## config.mk

```make
export PLATFORM = sky130hd
export DESIGN_NAME = cpu_sequencer
export DESIGN_NICKNAME = d
export VERILOG_FILES = /design/src/rtl/cpu_seq_pkg.sv /design/src/rtl/cpu_sequencer.sv
export SDC_FILE = /design/constraint.sdc
export NUM_CORES = 1
export LEC_CHECK = 0
export CAP_MARGIN = 20
export CORE_MARGIN = 2
export CORE_UTILIZATION = 45
export CTS_BUF_LIST = sky130_fd_sc_hd__clkbuf_4
export DETAILED_ROUTE_END_ITERATION = 16
export HOLD_SLACK_MARGIN = 0.12
export PLACE_DENSITY = 0.85
export SYNTH_ARGS = -nofsm -noshare
export SYNTH_HDL_FRONTEND = slang
export SYNTH_SLANG_ARGS = --single-unit
```

## constraint.sdc

```tcl
create_clock -name clk -period 3.4 [get_ports clk]
set_input_delay 0.68 -clock clk [delete_from_list [all_inputs] [get_ports clk]]
set_output_delay 0.68 -clock clk [all_outputs]
set_load 0.03 [all_outputs]
```

## src/rtl/cpu_seq_pkg.sv

```systemverilog
// Shared types and constants for the multi-cycle instruction sequencer:
// state encoding, supported opcodes and control-word field positions.
package cpu_seq_pkg;

  typedef enum logic [2:0] {
    IDLE   = 3'd0,
    FETCH  = 3'd1,
    DECODE = 3'd2,
    EXEC   = 3'd3,
    MEM    = 3'd4,
    WB     = 3'd5
  } state_t;

  localparam logic [5:0] OP_RTYPE = 6'b000010;
  localparam logic [5:0] OP_LW    = 6'b000011;
  localparam logic [5:0] OP_SW    = 6'b000100;

  localparam logic [2:0] ALU_MUL = 3'b101;

  localparam int ERF_BIT = 22;
  localparam int CS_BIT  = 2;
  localparam int WR_BIT  = 1;
  localparam int ALU_LSB = 3;

  function automatic logic op_legal(input logic [5:0] op);
    return (op == OP_RTYPE) || (op == OP_LW) || (op == OP_SW);
  endfunction

endpackage

```

## src/rtl/cpu_sequencer.sv

```systemverilog
// Multi-cycle FETCH/DECODE/EXEC/MEM/WB sequencer; sole owner of the PC.
// Optional retire counter output enabled by CPU_SEQ_RETIRE_CNT_EN.
module cpu_sequencer
  import cpu_seq_pkg::*;
#(
  parameter int          ADDR_WIDTH = 8,
  parameter int unsigned RESET_PC   = 0
) (
  input  logic                  clk,
  input  logic                  rst_n,
  input  logic                  start,
  input  logic                  stop,
  output logic                  busy,
  output logic                  illegal,
  output logic [ADDR_WIDTH-1:0] pc,
  output logic                  imem_req,
  input  logic                  imem_ack,
  input  logic [31:0]           imem_rdata,
  output logic [31:0]           instr,
  input  logic [31:0]           ctl_word,
  output logic [31:0]           ctl_q,
  output logic                  alu_start,
  input  logic                  alu_done,
  output logic                  dmem_cs,
  output logic                  dmem_wr,
  input  logic                  dmem_ack,
  output logic                  rf_we
`ifdef CPU_SEQ_RETIRE_CNT_EN
  ,
  output logic [31:0]           retire_cnt
`endif
);

  localparam logic [ADDR_WIDTH-1:0] PC_INIT = ADDR_WIDTH'(RESET_PC);
  localparam logic [ADDR_WIDTH-1:0] PC_STEP = ADDR_WIDTH'(4);

  state_t state;
  logic   stop_pending;
  logic   stop_any;
  logic   exec_done;

  // A stop arriving on the very cycle it could be honoured is taken immediately.
  assign stop_any  = stop_pending | stop;
  assign exec_done = (ctl_q[ALU_LSB +: 3] != ALU_MUL) || alu_done;

  // Every strobe is registered on the transition into the state that owns it.
  always_ff @(posedge clk or negedge rst_n) begin
    if (!rst_n) begin
      state        <= IDLE;
      stop_pending <= 1'b0;
      pc           <= PC_INIT;
      instr        <= '0;
      ctl_q        <= '0;
      busy         <= 1'b0;
      illegal      <= 1'b0;
      imem_req     <= 1'b0;
      alu_start    <= 1'b0;
      dmem_cs      <= 1'b0;
      dmem_wr      <= 1'b0;
      rf_we        <= 1'b0;
    end else begin
      if (stop) stop_pending <= 1'b1;
      illegal   <= 1'b0;
      alu_start <= 1'b0;
      rf_we     <= 1'b0;

      case (state)
        IDLE: begin
          if (start) begin
            pc       <= PC_INIT;
            busy     <= 1'b1;
            imem_req <= 1'b1;
            state    <= FETCH;
          end
        end

        FETCH: begin
          if (imem_ack) begin
            instr    <= imem_rdata;
            imem_req <= 1'b0;
            illegal  <= !op_legal(imem_rdata[31:26]);
            state    <= DECODE;
          end
        end

        DECODE: begin
          if (op_legal(instr[31:26])) begin
            ctl_q     <= ctl_word;
            alu_start <= 1'b1;
            state     <= EXEC;
          end else begin
            pc <= pc + PC_STEP;
            if (stop_any) begin
              stop_pending <= 1'b0;
              busy         <= 1'b0;
              state        <= IDLE;
            end else begin
              imem_req <= 1'b1;
              state    <= FETCH;
            end
          end
        end

        EXEC: begin
          if (exec_done) begin
            if (ctl_q[CS_BIT]) begin
              dmem_cs <= 1'b1;
              dmem_wr <= ctl_q[WR_BIT];
              state   <= MEM;
            end else begin
              rf_we <= ctl_q[ERF_BIT];
              state <= WB;
            end
          end
        end

        MEM: begin
          if (dmem_ack) begin
            dmem_cs <= 1'b0;
            dmem_wr <= 1'b0;
            rf_we   <= ctl_q[ERF_BIT];
            state   <= WB;
          end
        end

        WB: begin
          pc <= pc + PC_STEP;
          if (stop_any) begin
            stop_pending <= 1'b0;
            busy         <= 1'b0;
            state        <= IDLE;
          end else begin
            imem_req <= 1'b1;
            state    <= FETCH;
          end
        end

        default: begin
          busy     <= 1'b0;
          imem_req <= 1'b0;
          dmem_cs  <= 1'b0;
          dmem_wr  <= 1'b0;
          state    <= IDLE;
        end
      endcase
    end
  end

`ifdef CPU_SEQ_RETIRE_CNT_EN
  always_ff @(posedge clk or negedge rst_n) begin
    if (!rst_n) begin
      retire_cnt <= '0;
    end else if (state == WB) begin
      retire_cnt <= retire_cnt + 32'd1;
    end
  end
`endif

endmodule

```

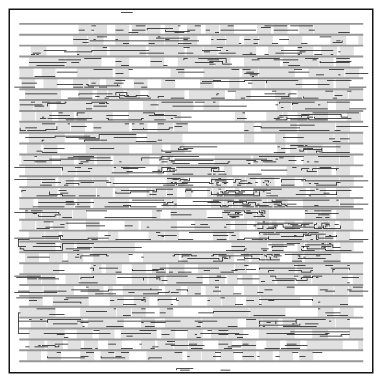
Figure 1: run 1, met1 routing.
Scale: 4 px per um. Supply wires on this layer in grey.
main direction	horizontal
longest straight run	27.1 um
wire length on this layer	3060 um
nets with wire on the layer	392
share of all routed wire	41%
Final Routed Wirelength: 7540 um
met1 global-route usage: 23.2%
number of vias in the routed layout: 2502

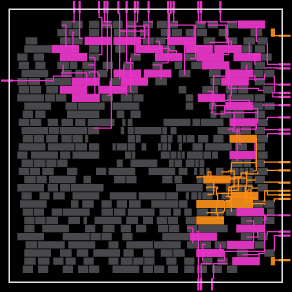
Figure 2: run 1, nets reached from selected ports.
Scale: 3 px per um.
colour	port	bits	direction	edge	end cells	buffers	wire
orange	pc	8	output	right	8	6	229 um
magenta	instr	32	output	16 top, 12 right, 3 bottom, 1 left	32	32	878 um
IO Port Bufs: 147
I/O pin cnt: 150

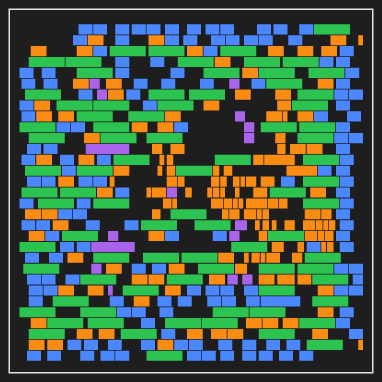
Figure 3: run 1, placement by cell class.
Scale: 4 px per um.
colour	class	cells
orange	combinational and other logic	142
purple	clock drivers and dummy loads	16
blue	remaining buffers and delay cells	149
green	sequential cells	81
design area: 5080 sq um
Seq/total area: 39.9%
area inside the core boundary: 7250 sq um

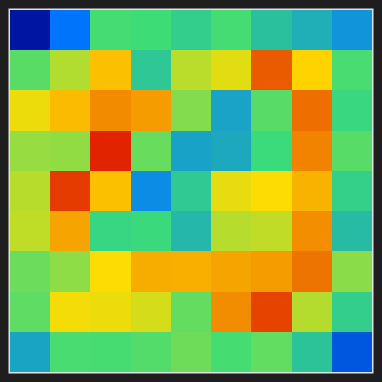
Figure 4: run 1, local utilization.
Scale: 4 px per um. 9 x 9 tiles, from dark blue (low) to red (high), 0 to 100% covered.
fullest tile	96%
mean over tiles	60%
emptiest ninth of the die	middle
tiles over 75% full	26%
Util after Layout: 70.0%
effective utilization at floorplan: 46.4%

==> impl_results.html, run 1 <==
<h2>Implementation results</h2>
<table>
<tr><th>Metric</th><th>Value</th></tr>
<tr><th colspan="2">Cells and area</th></tr>
<tr><td>Layout Nets</td><td>455</td></tr>
<tr><td>Portion of the layout cell area used by clock cells</td><td>3.20%</td></tr>
<tr><td>Register Area</td><td>2030 sq um</td></tr>
<tr><td>Registers with the most flip-flops</td><td>ctl_q x32, instr x32, pc x6</td></tr>
<tr><td>Logic share of the area</td><td>24.4%</td></tr>
<tr><td>Largest class</td><td>sequential cells</td></tr>
<tr><td>Buffering overhead</td><td>29.7%</td></tr>
<tr><td>Area grow syn2layout</td><td>50.7%</td></tr>
<tr><td>Non-clock buffer count in the final layout</td><td>149</td></tr>
<tr><td>Combinational gate area</td><td>1240 sq um</td></tr>
<tr><td>Non-clock inverter total of the final layout</td><td>4</td></tr>
<tr><td>Top logic cells by instance count in the layout</td><td>sky130_fd_sc_hd__clkdlybuf4s50_1, sky130_fd_sc_hd__dfrtp_1, sky130_fd_sc_hd__mux2_1, sky130_fd_sc_hd__nor2_1, sky130_fd_sc_hd__clkbuf_4</td></tr>
<tr><td>Seq Cell Count</td><td>81</td></tr>
<tr><td>Layout fillers</td><td>560</td></tr>
<tr><th colspan="2">Route</th></tr>
<tr><td>Wire length per cell after detailed routing</td><td>15.5 um</td></tr>
<tr><td>Met3 wire length</td><td>508 um</td></tr>
<tr><td>Via count normalized by instance count</td><td>5.14</td></tr>
<tr><td>Metal2 WL</td><td>3840 um</td></tr>
<tr><td>Met1 Wirelength</td><td>3060 um</td></tr>
<tr><td>Drt first pass iters</td><td>4</td></tr>
<tr><td>DRC marker count from the first detailed-route iteration</td><td>84</td></tr>
<tr><td>Top routing layer in use</td><td>met4</td></tr>
<tr><th colspan="2">Placed design</th></tr>
<tr><td>Global placer's final weighted congestion</td><td>0.762</td></tr>
<tr><td>Pre-CTS setup slack</td><td>0.918 ns</td></tr>
<tr><td>HPWL Detailed</td><td>5360 um</td></tr>
<tr><td>Cell area reported after detailed placement</td><td>4880 sq um</td></tr>
<tr><th colspan="2">Synth</th></tr>
<tr><td>Most frequently used cell type in the post-synthesis netlist</td><td>sky130_fd_sc_hd__dfrtp_1</td></tr>
<tr><td>Flip-flops with a built-in enable</td><td>0</td></tr>
<tr><td>Dominant comb cell</td><td>multiplexers</td></tr>
<tr><td>Dominant cell area share</td><td>60.2%</td></tr>
<tr><td>Sequential element share of the synthesized area</td><td>60.2%</td></tr>
<tr><td>Number of cells in the yosys synthesis report</td><td>234</td></tr>
<tr><td>Top cell type by total area after synthesis</td><td>sky130_fd_sc_hd__dfrtp_1</td></tr>
<tr><td>Summed instance area of the synthesized netlist</td><td>3370 sq um</td></tr>
<tr><td>Area of the synthesized netlist per yosys stat</td><td>3370 sq um</td></tr>
<tr><td>FFs w/ async S/R, synth</td><td>100%</td></tr>
<tr><td>Gate count of the mapped netlist</td><td>234</td></tr>
<tr><td>Number of distinct library cell variants in the gate-level netlist after synthesis</td><td>42</td></tr>
<tr><td>Post-Synth Adder-Cell Area</td><td>0.371%</td></tr>
<tr><td>Per-instance average area after synthesis</td><td>14.4 sq um</td></tr>
<tr><td>Yosys aoi share</td><td>7.28%</td></tr>
<tr><td>Synth warnings</td><td>0</td></tr>
<tr><td>Most common flop cell mapped by yosys</td><td>sky130_fd_sc_hd__dfrtp_1</td></tr>
<tr><td>Number of flip-flops and latches in the synthesized netlist</td><td>81</td></tr>
<tr><th colspan="2">Clock tree</th></tr>
<tr><td>Clock-pin slew on the worst setup and hold paths</td><td>0.12 ns</td></tr>
<tr><td>Buffers from clock root to sink, at most</td><td>2</td></tr>
<tr><td>Post-cts hold buffer count</td><td>0</td></tr>
<tr><td>CTS Sinks</td><td>81</td></tr>
<tr><td>Clock latency of the later-clocked register in the worst-skew pair</td><td>0.41 ns</td></tr>
<tr><td>Clock tree from TritonCTS</td><td>yes</td></tr>
<tr><td>Number of clock buffers inserted by TritonCTS</td><td>9</td></tr>
<tr><td>Root cell of the clock tree</td><td>sky130_fd_sc_hd__clkbuf_4</td></tr>
<tr><th colspan="2">Critical path</th></tr>
<tr><td>CP startpoint</td><td>pc[4]</td></tr>
<tr><td>Critical path, cell by cell</td><td>clkdlybuf4s50_1</td></tr>
<tr><td>Worst setup endpoint</td><td>pc[4]</td></tr>
<tr><td>Arrival time reported for the critical path endpoint</td><td>1.56 ns</td></tr>
<tr><td>WP buf/inv</td><td>1</td></tr>
<tr><td>Number of cells on the critical path</td><td>1</td></tr>
<tr><td>Dominant delay contributor by cell family on the critical path</td><td>buffers and inverters</td></tr>
<tr><td>Critical Path Slowest Stage Cell</td><td>sky130_fd_sc_hd__clkdlybuf4s50_1</td></tr>
<tr><td>Endpoint type of the worst setup path</td><td>output port</td></tr>
<tr><td>Logic depth of the worst register-to-register path</td><td>3</td></tr>
<tr><td>Source of the worst register-to-register timing path</td><td>state[1]</td></tr>
<tr><td>Endpoint of the worst-slack reg-to-reg timing path</td><td>instr[18]</td></tr>
<tr><th colspan="2">Job</th></tr>
<tr><td>Max-cap violations</td><td>0</td></tr>
<tr><th colspan="2">GRT</th></tr>
<tr><td>Wire length of the first global-routing pass</td><td>12200 um</td></tr>
<tr><td>Met3 layer usage reported by global route</td><td>5.43%</td></tr>
<tr><td>GRT Max-Usage Layer</td><td>met2</td></tr>
<tr><td>Met2 usage</td><td>30.7%</td></tr>
<tr><td>GRT Residual Overflow</td><td>0</td></tr>
<tr><td>Vias in the first global route</td><td>2493</td></tr>
<tr><td>Maximum number of pins on one net before global-route repair</td><td>82</td></tr>
<tr><td>Overall global routing resource usage</td><td>18.7%</td></tr>
<tr><th colspan="2">STA</th></tr>
<tr><td>Final-report setup violation count</td><td>0</td></tr>
<tr><td>Number of pins exceeding their max-slew limit in the final report</td><td>0</td></tr>
<tr><td>Final-report hold violation count</td><td>0</td></tr>
<tr><td>Post-route setup TNS</td><td>0 ns</td></tr>
<tr><td>Worst hold slack after final layout</td><td>0.498 ns</td></tr>
<tr><td>Highest attainable clock frequency</td><td>446 MHz</td></tr>
<tr><td>Setup clock skew after layout</td><td>0.0129 ns</td></tr>
<tr><td>RSZ-0062 raised after global routing</td><td>false</td></tr>
<tr><td>Slew at the pin closest to its max-slew limit</td><td>0.810 ns</td></tr>
<tr><td>Max_slew headroom</td><td>46.0%</td></tr>
<tr><td>Final worst slack</td><td>1.16 ns</td></tr>
<tr><th colspan="2">Die</th></tr>
<tr><td>Overall die height</td><td>90.5 um</td></tr>
<tr><td>Inserted tap cell count</td><td>99</td></tr>
<tr><td>Area of the die</td><td>8190 sq um</td></tr>
<tr><td>Number of cell rows</td><td>31</td></tr>
<tr><th colspan="2">Pwr</th></tr>
<tr><td>Total chip power</td><td>4620 uW</td></tr>
<tr><td>Reported combinational group power</td><td>2330 uW</td></tr>
<tr><td>Switching power</td><td>1880 uW</td></tr>
<tr><td>Internal power</td><td>2740 uW</td></tr>
<tr><td>Fraction of power consumed by the clock network</td><td>13.8%</td></tr>
<tr><td>Worst vdd ir</td><td>0.000556 V</td></tr>
<tr><td>Leakage</td><td>0.00222 uW</td></tr>
<tr><td>Logic gate share of total power</td><td>50.4%</td></tr>
<tr><td>Fraction of power consumed by sequential logic</td><td>35.8%</td></tr>
<tr><td>P_clk</td><td>637 uW</td></tr>
<tr><td>Flop+latch power</td><td>1650 uW</td></tr>
<tr><td>Switching share of total power</td><td>40.8%</td></tr>
<tr><th colspan="2">Worst hold path</th></tr>
<tr><td>Hold depth</td><td>1</td></tr>
<tr><td>Worst hold path type</td><td>flop to flop</td></tr>
<tr><td>Min-delay src</td><td>instr[1]</td></tr>
<tr><th colspan="2">Outcome</th></tr>
<tr><td>Run status</td><td>finished, final reports clean</td></tr>
</table>
==> inputs of run 2 (changes only) <==
--- a/config.mk
+++ b/config.mk
@@ -7,11 +7,11 @@
 export LEC_CHECK = 0
 export CAP_MARGIN = 20
 export CORE_MARGIN = 2
-export CORE_UTILIZATION = 45
+export CORE_UTILIZATION = 39
 export CTS_BUF_LIST = sky130_fd_sc_hd__clkbuf_4
 export DETAILED_ROUTE_END_ITERATION = 16
 export HOLD_SLACK_MARGIN = 0.12
-export PLACE_DENSITY = 0.85
+export PLACE_DENSITY = 0.79
 export SYNTH_ARGS = -nofsm -noshare
 export SYNTH_HDL_FRONTEND = slang
 export SYNTH_SLANG_ARGS = --single-unit
==> constraint.sdc (replaced) <==
create_clock -name clk -period 2 [get_ports clk]
set_input_delay 0.4 -clock clk [delete_from_list [all_inputs] [get_ports clk]]
set_output_delay 0.4 -clock clk [all_outputs]
set_load 0.03 [all_outputs]
==> impl_results.html, run 2 <==
<h2>Implementation results</h2>
<table>
<tr><th>Metric</th><th>Value</th></tr>
<tr><th colspan="2">Outcome</th></tr>
<tr><td>Run status</td><td>finished, final reports clean</td></tr>
<tr><th colspan="2">Cells and area</th></tr>
<tr><td>Layout Nets</td><td>461 (+1.3%)</td></tr>
<tr><td>Top logic cells by instance count in the layout</td><td>sky130_fd_sc_hd__clkdlybuf4s50_1, sky130_fd_sc_hd__dfrtp_1, sky130_fd_sc_hd__mux2_1, sky130_fd_sc_hd__nor2_1, sky130_fd_sc_hd__dlymetal6s2s_1</td></tr>
<tr><td>Largest class</td><td>sequential cells</td></tr>
<tr><td>Buffering overhead</td><td>31.0% (+1.4 points)</td></tr>
<tr><td>Seq Cell Count</td><td>81 (unchanged)</td></tr>
<tr><td>Design area</td><td>5140 sq um (+1.3%)</td></tr>
<tr><td>Register Area</td><td>2030 sq um (unchanged)</td></tr>
<tr><td>Portion of the layout cell area used by clock cells</td><td>2.58% (-0.62 points)</td></tr>
<tr><td>Seq/total area</td><td>39.4% (-0.51 points)</td></tr>
<tr><td>Logic share of the area</td><td>24.1% (-0.33 points)</td></tr>
<tr><td>Area grow syn2layout</td><td>52.6%</td></tr>
<tr><td>Registers with the most flip-flops</td><td>ctl_q x32, instr x32, pc x6</td></tr>
<tr><td>Layout fillers</td><td>652 (+16%)</td></tr>
<tr><th colspan="2">GRT</th></tr>
<tr><td>Met1 global-route usage</td><td>20.6% (-2.6 points)</td></tr>
<tr><td>Overall global routing resource usage</td><td>17.0% (-1.6 points)</td></tr>
<tr><td>GRT Max-Usage Layer</td><td>met2</td></tr>
<tr><td>Vias in the first global route</td><td>2580 (+3.5%)</td></tr>
<tr><td>GRT Residual Overflow</td><td>0 (unchanged)</td></tr>
<tr><td>Maximum number of pins on one net before global-route repair</td><td>53 (-35%)</td></tr>
<tr><td>Met2 usage</td><td>28.0% (-2.6 points)</td></tr>
<tr><td>Met3 layer usage reported by global route</td><td>7.44% (+2.0 points)</td></tr>
<tr><th colspan="2">Clock tree</th></tr>
<tr><td>Clock tree from TritonCTS</td><td>yes</td></tr>
<tr><td>CTS Sinks</td><td>81 (unchanged)</td></tr>
<tr><td>Buffers from clock root to sink, at most</td><td>2 (unchanged)</td></tr>
<tr><td>Post-cts hold buffer count</td><td>1 (+1)</td></tr>
<tr><td>Number of levels in the clock H-tree</td><td>3</td></tr>
<tr><td>Clock latency of the later-clocked register in the worst-skew pair</td><td>0.42 ns (about the same)</td></tr>
<tr><td>Root cell of the clock tree</td><td>sky130_fd_sc_hd__clkbuf_4</td></tr>
<tr><th colspan="2">Placed design</th></tr>
<tr><td>IO Port Bufs</td><td>147 (unchanged)</td></tr>
<tr><td>HPWL Detailed</td><td>5710 um (+6.4%)</td></tr>
<tr><td>Pre-CTS setup slack</td><td>0.129 ns (-0.789 ns)</td></tr>
<tr><td>Cell area reported after detailed placement</td><td>4970 sq um (+2.0%)</td></tr>
<tr><td>Global placer's final weighted congestion</td><td>0.767 (+0.74%)</td></tr>
<tr><th colspan="2">STA</th></tr>
<tr><td>RSZ-0062 raised after global routing</td><td>false</td></tr>
<tr><td>Final worst slack</td><td>0.0892 ns (-1.07 ns)</td></tr>
<tr><td>Worst hold slack after final layout</td><td>0.444 ns (-0.0542 ns)</td></tr>
<tr><td>Final-report hold violation count</td><td>0 (unchanged)</td></tr>
<tr><td>Setup clock skew after layout</td><td>0.0181 ns (+0.00520 ns)</td></tr>
<tr><td>Number of pins exceeding their max-slew limit in the final report</td><td>0 (unchanged)</td></tr>
<tr><td>Highest attainable clock frequency</td><td>523 MHz</td></tr>
<tr><td>Post-route setup TNS</td><td>0 ns (unchanged)</td></tr>
<tr><th colspan="2">Route</th></tr>
<tr><td>Top routing layer in use</td><td>met4</td></tr>
<tr><td>DRC marker count from the first detailed-route iteration</td><td>89 (+6.0%)</td></tr>
<tr><td>Number of vias in the routed layout</td><td>2448 (-2.2%)</td></tr>
<tr><td>Final Routed Wirelength</td><td>7660 um (+1.6%)</td></tr>
<tr><td>Met3 wire length</td><td>631 um (+24%)</td></tr>
<tr><td>Drt first pass iters</td><td>4 (unchanged)</td></tr>
<tr><td>Via count normalized by instance count</td><td>4.92 (-4.3%)</td></tr>
<tr><td>Wire length per cell after detailed routing</td><td>15.4 um (-0.65%)</td></tr>
<tr><td>Metal2 WL</td><td>3920 um (+2.0%)</td></tr>
<tr><th colspan="2">Synth</th></tr>
<tr><td>Top cell type by total area after synthesis</td><td>sky130_fd_sc_hd__dfrtp_1</td></tr>
<tr><td>Sequential element share of the synthesized area</td><td>60.2% (unchanged)</td></tr>
<tr><td>Synth warnings</td><td>0 (unchanged)</td></tr>
<tr><td>Most common flop cell mapped by yosys</td><td>sky130_fd_sc_hd__dfrtp_1</td></tr>
<tr><td>Dominant comb cell</td><td>multiplexers</td></tr>
<tr><td>Number of cells in the yosys synthesis report</td><td>234 (unchanged)</td></tr>
<tr><td>FFs w/ async S/R, synth</td><td>100% (unchanged)</td></tr>
<tr><td>Area of the synthesized netlist per yosys stat</td><td>3370 sq um (unchanged)</td></tr>
<tr><td>Dominant cell area share</td><td>60.2% (unchanged)</td></tr>
<tr><td>Yosys aoi share</td><td>7.28% (unchanged)</td></tr>
<tr><td>Most frequently used cell type in the post-synthesis netlist</td><td>sky130_fd_sc_hd__dfrtp_1</td></tr>
<tr><td>Flip-flops with a built-in enable</td><td>0 (unchanged)</td></tr>
<tr><td>Post-Synth Adder-Cell Area</td><td>0.371% (unchanged)</td></tr>
<tr><td>Gate count of the mapped netlist</td><td>234 (unchanged)</td></tr>
<tr><td>Per-instance average area after synthesis</td><td>14.4 sq um (unchanged)</td></tr>
<tr><th colspan="2">Pwr</th></tr>
<tr><td>Total chip power</td><td>7750 uW (+68%)</td></tr>
<tr><td>P_clk</td><td>948 uW (+49%)</td></tr>
<tr><td>Logic gate share of total power</td><td>52.6% (+2.2 points)</td></tr>
<tr><td>Fraction of power consumed by the clock network</td><td>12.2% (-1.6 points)</td></tr>
<tr><td>Reported combinational group power</td><td>4080 uW (+75%)</td></tr>
<tr><td>Switching power</td><td>3210 uW (+71%)</td></tr>
<tr><td>Flop+latch power</td><td>2730 uW (+65%)</td></tr>
<tr><td>Internal power</td><td>4540 uW (+66%)</td></tr>
<tr><td>Leakage</td><td>0.00239 uW (+8.0%)</td></tr>
<tr><td>Switching share of total power</td><td>41.4% (+0.65 points)</td></tr>
<tr><td>Fraction of power consumed by sequential logic</td><td>35.2% (-0.6 points)</td></tr>
<tr><th colspan="2">Critical path</th></tr>
<tr><td>Critical Path Slowest Stage Cell</td><td>sky130_fd_sc_hd__clkdlybuf4s50_1</td></tr>
<tr><td>Number of cells on the critical path</td><td>1 (unchanged)</td></tr>
<tr><td>Worst setup endpoint</td><td>instr[26]</td></tr>
<tr><td>Dominant delay contributor by cell family on the critical path</td><td>buffers and inverters</td></tr>
<tr><td>Critical path, cell by cell</td><td>clkdlybuf4s50_1</td></tr>
<tr><td>Logic depth of the worst register-to-register path</td><td>5 (+2)</td></tr>
<tr><td>Endpoint type of the worst setup path</td><td>output port</td></tr>
<tr><td>WP buf/inv</td><td>1 (unchanged)</td></tr>
<tr><td>CP startpoint</td><td>instr[26]</td></tr>
<tr><td>Arrival time reported for the critical path endpoint</td><td>1.51 ns (-0.05 ns)</td></tr>
<tr><td>Source of the worst register-to-register timing path</td><td>instr[26]</td></tr>
<tr><th colspan="2">Die</th></tr>
<tr><td>Overall die height</td><td>96.9 um (+7.1%)</td></tr>
<tr><td>Area of the die</td><td>9400 sq um (+15%)</td></tr>
<tr><td>I/O pin cnt</td><td>150 (unchanged)</td></tr>
<tr><td>Inserted tap cell count</td><td>105 (+6.1%)</td></tr>
<tr><th colspan="2">Job</th></tr>
<tr><td>Max-cap violations</td><td>0 (unchanged)</td></tr>
</table>
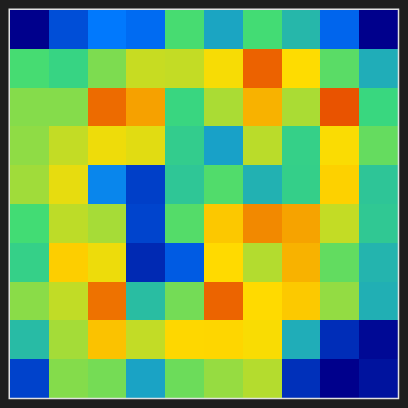
Figure 5: run 2, local utilization.
Scale: 4 px per um. 10 x 10 tiles, from dark blue (low) to red (high), 0 to 100% covered.
tiles over 75% full	19%
mean over tiles	53%
fullest tile	91%
nearly empty tiles	4.0%
effective utilization at floorplan: 40.6%
Util after Layout: 61.9%
area inside the core boundary: 8300 sq um

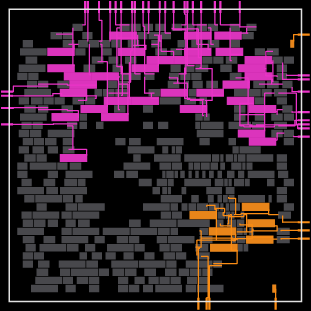
Figure 6: run 2, nets reached from selected ports.
Scale: 3 px per um.
colour	port	bits	direction	edge	end cells	buffers	wire
magenta	instr	32	output	20 top, 8 right, 4 left	32	32	923 um
orange	pc	8	output	4 bottom, 4 right	8	6	255 um

==> inputs of run 3 (changes only) <==
--- a/config.mk
+++ b/config.mk
@@ -7,11 +7,12 @@
 export LEC_CHECK = 0
 export CAP_MARGIN = 20
 export CORE_MARGIN = 2
-export CORE_UTILIZATION = 39
+export CORE_UTILIZATION = 45
 export CTS_BUF_LIST = sky130_fd_sc_hd__clkbuf_4
 export DETAILED_ROUTE_END_ITERATION = 16
 export HOLD_SLACK_MARGIN = 0.12
-export PLACE_DENSITY = 0.79
+export PLACE_DENSITY = 0.85
+export SKIP_CTS_REPAIR_TIMING = 1
 export SYNTH_ARGS = -nofsm -noshare
 export SYNTH_HDL_FRONTEND = slang
 export SYNTH_SLANG_ARGS = --single-unit
==> constraint.sdc (replaced) <==
create_clock -name clk -period 2.4 [get_ports clk]
set_input_delay 0.48 -clock clk [delete_from_list [all_inputs] [get_ports clk]]
set_output_delay 0.48 -clock clk [all_outputs]
set_load 0.03 [all_outputs]
==> impl_results.html, run 3 <==
<h2>Implementation results</h2>
<table>
<tr><th>Metric</th><th>Value</th></tr>
<tr><th colspan="2">Placed design</th></tr>
<tr><td>Global placer's final weighted congestion</td><td>0.796 (+3.8%)</td></tr>
<tr><td>Pre-CTS setup slack</td><td>0.354 ns (+0.225 ns)</td></tr>
<tr><td>HPWL Detailed</td><td>5580 um (-2.2%)</td></tr>
<tr><td>Cell area reported after detailed placement</td><td>4920 sq um (-0.98%)</td></tr>
<tr><td>IO Port Bufs</td><td>147 (unchanged)</td></tr>
<tr><th colspan="2">Route</th></tr>
<tr><td>Final Routed Wirelength</td><td>7490 um (-2.2%)</td></tr>
<tr><td>Metal2 WL</td><td>3770 um (-3.9%)</td></tr>
<tr><td>Top routing layer in use</td><td>met4</td></tr>
<tr><td>Wire length per cell after detailed routing</td><td>15.3 um (-0.45%)</td></tr>
<tr><td>Number of vias in the routed layout</td><td>2474 (+1.1%)</td></tr>
<tr><td>Drt first pass iters</td><td>5 (+1)</td></tr>
<tr><td>DRC marker count from the first detailed-route iteration</td><td>67 (-25%)</td></tr>
<tr><th colspan="2">Synth</th></tr>
<tr><td>Dominant comb cell</td><td>multiplexers</td></tr>
<tr><td>Area of the synthesized netlist per yosys stat</td><td>3370 sq um (unchanged)</td></tr>
<tr><td>Gate count of the mapped netlist</td><td>234 (unchanged)</td></tr>
<tr><td>Per-instance average area after synthesis</td><td>14.4 sq um (unchanged)</td></tr>
<tr><td>Flip-flops with a built-in enable</td><td>0 (unchanged)</td></tr>
<tr><td>Most common flop cell mapped by yosys</td><td>sky130_fd_sc_hd__dfrtp_1</td></tr>
<tr><td>Number of cells in the yosys synthesis report</td><td>234 (unchanged)</td></tr>
<tr><td>Top cell type by total area after synthesis</td><td>sky130_fd_sc_hd__dfrtp_1</td></tr>
<tr><td>Most frequently used cell type in the post-synthesis netlist</td><td>sky130_fd_sc_hd__dfrtp_1</td></tr>
<tr><td>Sequential element share of the synthesized area</td><td>60.2% (unchanged)</td></tr>
<tr><td>FFs w/ async S/R, synth</td><td>100% (unchanged)</td></tr>
<tr><td>Synth warnings</td><td>0 (unchanged)</td></tr>
<tr><td>Yosys aoi share</td><td>7.28% (unchanged)</td></tr>
<tr><td>Dominant cell area share</td><td>60.2% (unchanged)</td></tr>
<tr><td>Post-Synth Adder-Cell Area</td><td>0.371% (unchanged)</td></tr>
<tr><th colspan="2">Cells and area</th></tr>
<tr><td>Portion of the layout cell area used by clock cells</td><td>2.55% (-0.034 points)</td></tr>
<tr><td>Largest class</td><td>sequential cells</td></tr>
<tr><td>Area grow syn2layout</td><td>50.3%</td></tr>
<tr><td>Buffering overhead</td><td>30.2% (-0.88 points)</td></tr>
<tr><td>Top logic cells by instance count in the layout</td><td>sky130_fd_sc_hd__clkdlybuf4s50_1, sky130_fd_sc_hd__dfrtp_1, sky130_fd_sc_hd__mux2_1, sky130_fd_sc_hd__nor2_1, sky130_fd_sc_hd__clkbuf_4</td></tr>
<tr><td>Register Area</td><td>2030 sq um (unchanged)</td></tr>
<tr><td>Seq/total area</td><td>40.0% (+0.61 points)</td></tr>
<tr><td>Logic share of the area</td><td>24.5% (+0.40 points)</td></tr>
<tr><td>Layout fillers</td><td>571 (-12%)</td></tr>
<tr><th colspan="2">Clock tree</th></tr>
<tr><td>Clock latency of the later-clocked register in the worst-skew pair</td><td>0.41 ns (about the same)</td></tr>
<tr><td>CTS Sinks</td><td>81 (unchanged)</td></tr>
<tr><td>Buffers from clock root to sink, at most</td><td>2 (unchanged)</td></tr>
<tr><td>Number of levels in the clock H-tree</td><td>3 (unchanged)</td></tr>
<tr><td>Clock tree from TritonCTS</td><td>yes</td></tr>
<tr><th colspan="2">GRT</th></tr>
<tr><td>Overall global routing resource usage</td><td>18.9% (+1.9 points)</td></tr>
<tr><td>Met3 layer usage reported by global route</td><td>4.92% (-2.5 points)</td></tr>
<tr><td>Met2 usage</td><td>32.6% (+4.5 points)</td></tr>
<tr><td>Met1 global-route usage</td><td>22.9% (+2.3 points)</td></tr>
<tr><td>GRT Residual Overflow</td><td>0 (unchanged)</td></tr>
<tr><th colspan="2">Critical path</th></tr>
<tr><td>Critical path, cell by cell</td><td>clkdlybuf4s50_1</td></tr>
<tr><td>Arrival time reported for the critical path endpoint</td><td>1.58 ns (+0.07 ns)</td></tr>
<tr><td>Source of the worst register-to-register timing path</td><td>state[0]</td></tr>
<tr><td>Endpoint type of the worst setup path</td><td>output port</td></tr>
<tr><td>WP buf/inv</td><td>1 (unchanged)</td></tr>
<tr><td>Logic depth of the worst register-to-register path</td><td>5 (unchanged)</td></tr>
<tr><td>Worst setup endpoint</td><td>ctl_q[2]</td></tr>
<tr><td>Critical Path Slowest Stage Cell</td><td>sky130_fd_sc_hd__clkdlybuf4s50_1</td></tr>
<tr><td>CP startpoint</td><td>ctl_q[2]</td></tr>
<tr><th colspan="2">Pwr</th></tr>
<tr><td>Logic gate share of total power</td><td>52.3% (-0.3 points)</td></tr>
<tr><td>Leakage</td><td>0.00222 uW (-7.4%)</td></tr>
<tr><td>Fraction of power consumed by the clock network</td><td>11.7% (-0.5 points)</td></tr>
<tr><td>Flop+latch power</td><td>2320 uW (-15%)</td></tr>
<tr><td>P_clk</td><td>751 uW (-21%)</td></tr>
<tr><td>Total chip power</td><td>6430 uW (-17%)</td></tr>
<tr><td>Reported combinational group power</td><td>3360 uW (-18%)</td></tr>
<tr><td>Fraction of power consumed by sequential logic</td><td>36.0% (+0.8 points)</td></tr>
<tr><td>Internal power</td><td>3770 uW (-17%)</td></tr>
<tr><td>Switching share of total power</td><td>41.4% (about the same)</td></tr>
<tr><th colspan="2">Die</th></tr>
<tr><td>Area of the die</td><td>8190 sq um (-13%)</td></tr>
<tr><td>I/O pin cnt</td><td>150 (unchanged)</td></tr>
<tr><td>Area inside the core boundary</td><td>7250 sq um (-13%)</td></tr>
<tr><td>Inserted tap cell count</td><td>99 (-5.7%)</td></tr>
<tr><th colspan="2">STA</th></tr>
<tr><td>Worst hold slack after final layout</td><td>0.467 ns (+0.0231 ns)</td></tr>
<tr><td>Highest attainable clock frequency</td><td>485 MHz</td></tr>
<tr><td>RSZ-0062 raised after global routing</td><td>false</td></tr>
<tr><td>Number of pins exceeding their max-slew limit in the final report</td><td>0 (unchanged)</td></tr>
<tr><td>Final-report hold violation count</td><td>0 (unchanged)</td></tr>
<tr><td>Final worst slack</td><td>0.336 ns (+0.247 ns)</td></tr>
<tr><th colspan="2">Outcome</th></tr>
<tr><td>Run status</td><td>finished, final reports clean</td></tr>
<tr><th colspan="2">Job</th></tr>
<tr><td>Max-cap violations</td><td>0 (unchanged)</td></tr>
</table>
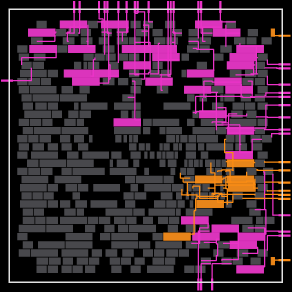
Figure 7: run 3, nets reached from selected ports.
Scale: 3 px per um.
colour	port	bits	direction	edge	end cells	buffers	wire
magenta	instr	32	output	16 top, 12 right, 3 bottom, 1 left	32	32	886 um
orange	pc	8	output	right	8	6	243 um

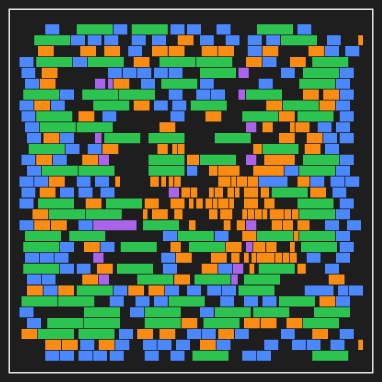
Figure 8: run 3, placement by cell class.
Scale: 4 px per um.
colour	class	cells
blue	remaining buffers and delay cells	151
orange	combinational and other logic	142
purple	clock drivers and dummy loads	16
green	sequential cells	81
Util after Layout: 69.8%
design area: 5060 sq um


==> gallery <==
Placed standard cells.
image #1
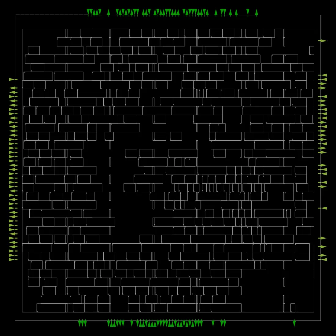
image #2
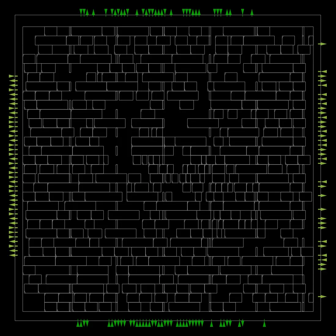
image #2 -> run 3
image #1 -> run 2

Power is estimated from default activity; no workload was simulated.
